Fig. 1: gate-type map
Scale: 4 px per um.
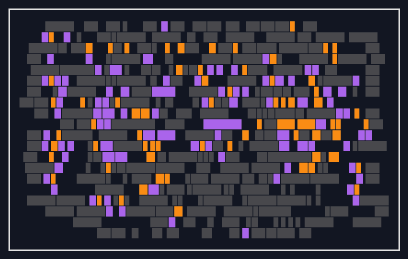
Fig. 2: clock wiring as the flow saved it
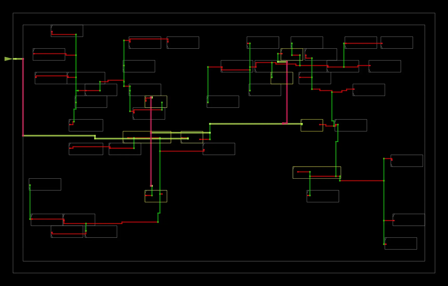
Fig. 3: clock distribution
Scale: 4 px per um.
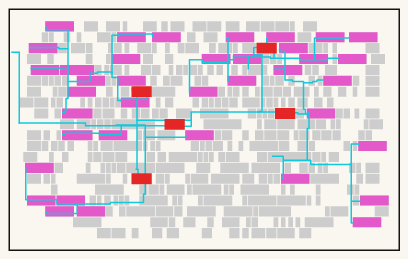
Fig. 4: floorplan with the power grid
Scale: 4 px per um. Pins as bars on the die edge.
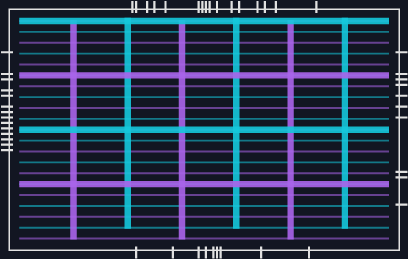
==> config.mk <==
export PLATFORM = sky130hd
export DESIGN_NAME = pending_encoder_32to5
export DESIGN_NICKNAME = d
export VERILOG_FILES = /design/src/rtl/pending_enc_pkg.sv /design/src/rtl/priority_encoder_32to5.sv /design/src/rtl/pending_encoder_32to5.sv
export SDC_FILE = /design/constraint.sdc
export NUM_CORES = 1
export LEC_CHECK = 0
export ABC_CLOCK_PERIOD_IN_PS = 6400
export CORE_ASPECT_RATIO = 0.6
export CORE_MARGIN = 2
export CORE_UTILIZATION = 53
export CTS_CLUSTER_DIAMETER = 80
export CTS_CLUSTER_SIZE = 12
export DETAILED_ROUTE_END_ITERATION = 6
export GPL_TIMING_DRIVEN = 0
export PLACE_DENSITY = 0.8
export SLEW_MARGIN = 10
export SYNTH_ARGS = -nofsm -noshare
export SYNTH_HDL_FRONTEND = slang
export SYNTH_SLANG_ARGS = --single-unit
==> constraint.sdc <==
create_clock -name clk -period 6.4 [get_ports clk]
set_clock_uncertainty 0.1 [all_clocks]
set_input_delay 0.96 -clock clk [delete_from_list [all_inputs] [get_ports clk]]
set_output_delay 0.96 -clock clk [all_outputs]
set_load 0.05 [all_outputs]
==> run notes <==
In this run the core area contains 20 standard-cell rows. For reference, the critical path cell chain is fa_1 > inv_1 > fa_1 > inv_1 > fa_1 > inv_1 > fa_1 > fa_1 > fa_1 > inv_1 > ha_1 > inv_1 > fa_2 > inv_1 > dlygate4sd2_1. The parity-gate share of the synthesized area counting xor and xnor cells came out at 0.009532.

The cell area that synthesis handed to floorplanning was 2756 um2. The reported max-cap violation count was 0. The post-synthesis average cell area works out to 8.277 um2.

The flip-flop count of the largest register after layout is 32, and the count of routing violations after the opening detailed-route iteration is 239. For reference, the clock transition at the flip-flops on the worst setup and hold paths is 80 ps. Detailed placement ended at an HPWL of 6206 um.

The proportion of final cell area spent on non-clock buffers came out at 0.1435. For the number of fill cells, the log shows 418. The synthesis run identifies the leading combinational cell family as AND-OR/OR-AND gates. The run gives 923.7 ps for the transition time at the pin with the least slew margin.

The heaviest power group is combinational cells. The simple-gate portion of the synthesized area came out at 0.1902. For this run, the leading register cell type out of synthesis is sky130_fd_sc_hd__dfxtp_1. The type recorded for the worst min-delay path is register to register.

The tools report the number of failing hold endpoints at the final stage as 0. The adder-cell share of the synthesized area is 0.2106, and the first-pass iteration count of the detailed router is 5. The run gives 0.6388 mW as the cell internal power dissipation. The flow ran to the end, and the final reports show no timing, DRC or antenna violations. The type of the worst setup path is register to output port.

The H-tree generated during clock tree synthesis spans 2 levels. According to the timing report, the arrival time at the worst endpoint equals 5120 ps. Data on the critical path is required at its endpoint by 5340 ps.
Back to the opening pictures, Fig. 1:
- inverting AOI/OAI gates: purple (cells 88)
- NOR gates: orange (cells 69)
logic share of the area: 0.5136
number of cells in the finished layout apart from fillers: 455
Top cell excl fill/tap: sky130_fd_sc_hd__inv_1

Back to the opening pictures, Fig. 2:
CTS sink cnt: 38
Insertion Delay late pin: 300 ps
count of clock buffers in the final design: 6
cts bufs inserted: 5
total clock network power: 0.260 mW

Back to the opening pictures, Fig. 3:
- flip-flops: magenta (count 38)
- clock wires: cyan (length 537 um)
- cells driving clock nets: red (count 5)
- routed clock nets: 6
clock network fraction of design power: 0.222

Back to the opening pictures, Fig. 4:
- VDD: cyan
- VSS: purple
- signal pins: 49
- met4 straps: 6
- met1 rails: 21
- met5 straps: 4
- rows: 20
horizontal die size: 97.10 um
placeable core region: 5030 um2

==> metrics by stage <==
step	instances	utilization	power [mW]	setup TNS [ps]
after CTS	455	0.6863	1.176	0
after global routing	455	0.6863	1.238	0
final	455	0.6863	1.172	0
after global placement	447	0.6600	0.9301	-121.6
after detailed placement	447	0.6600	0.9495	-181.7
after floorplan	333	-	0.7494	0
==> worst max-delay path: cells and delay by family (launching register included) <==
kind,cells,cell delay (ps)
adder cells (fa/ha/maj),8,3590
buffers and inverters,7,850
flip-flops,1,380
==> per-layer routing <==
metal  vias up  GRT usage  share of wire
met5         -          0              0
met4         0    0.07847          0.016
met3        16    0.06784           0.10
met2       134     0.4435           0.42
met1      1224     0.3881           0.46
li1       1265          -              -
==> cell usage in the layout, fill, tap and decap left out, types with 4 or more instances in the layout <==
| master | count |
|---|---|
| sky130_fd_sc_hd__a21oi_1 | 26 |
| sky130_fd_sc_hd__a31oi_1 | 9 |
| sky130_fd_sc_hd__and2_1 | 4 |
| sky130_fd_sc_hd__clkbuf_1 | 5 |
| sky130_fd_sc_hd__clkbuf_8 | 6 |
| sky130_fd_sc_hd__clkdlybuf4s50_1 | 43 |
| sky130_fd_sc_hd__dfxtp_1 | 35 |
| sky130_fd_sc_hd__fa_1 | 23 |
| sky130_fd_sc_hd__ha_1 | 8 |
| sky130_fd_sc_hd__inv_1 | 51 |
| sky130_fd_sc_hd__nand2_1 | 4 |
| sky130_fd_sc_hd__nand2b_1 | 4 |
| sky130_fd_sc_hd__nand3_1 | 5 |
| sky130_fd_sc_hd__nor2_1 | 44 |
| sky130_fd_sc_hd__nor3_1 | 11 |
| sky130_fd_sc_hd__nor4_1 | 8 |
| sky130_fd_sc_hd__o21ai_0 | 35 |
| sky130_fd_sc_hd__or4_1 | 4 |
Power is estimated from default activity; no workload was simulated.
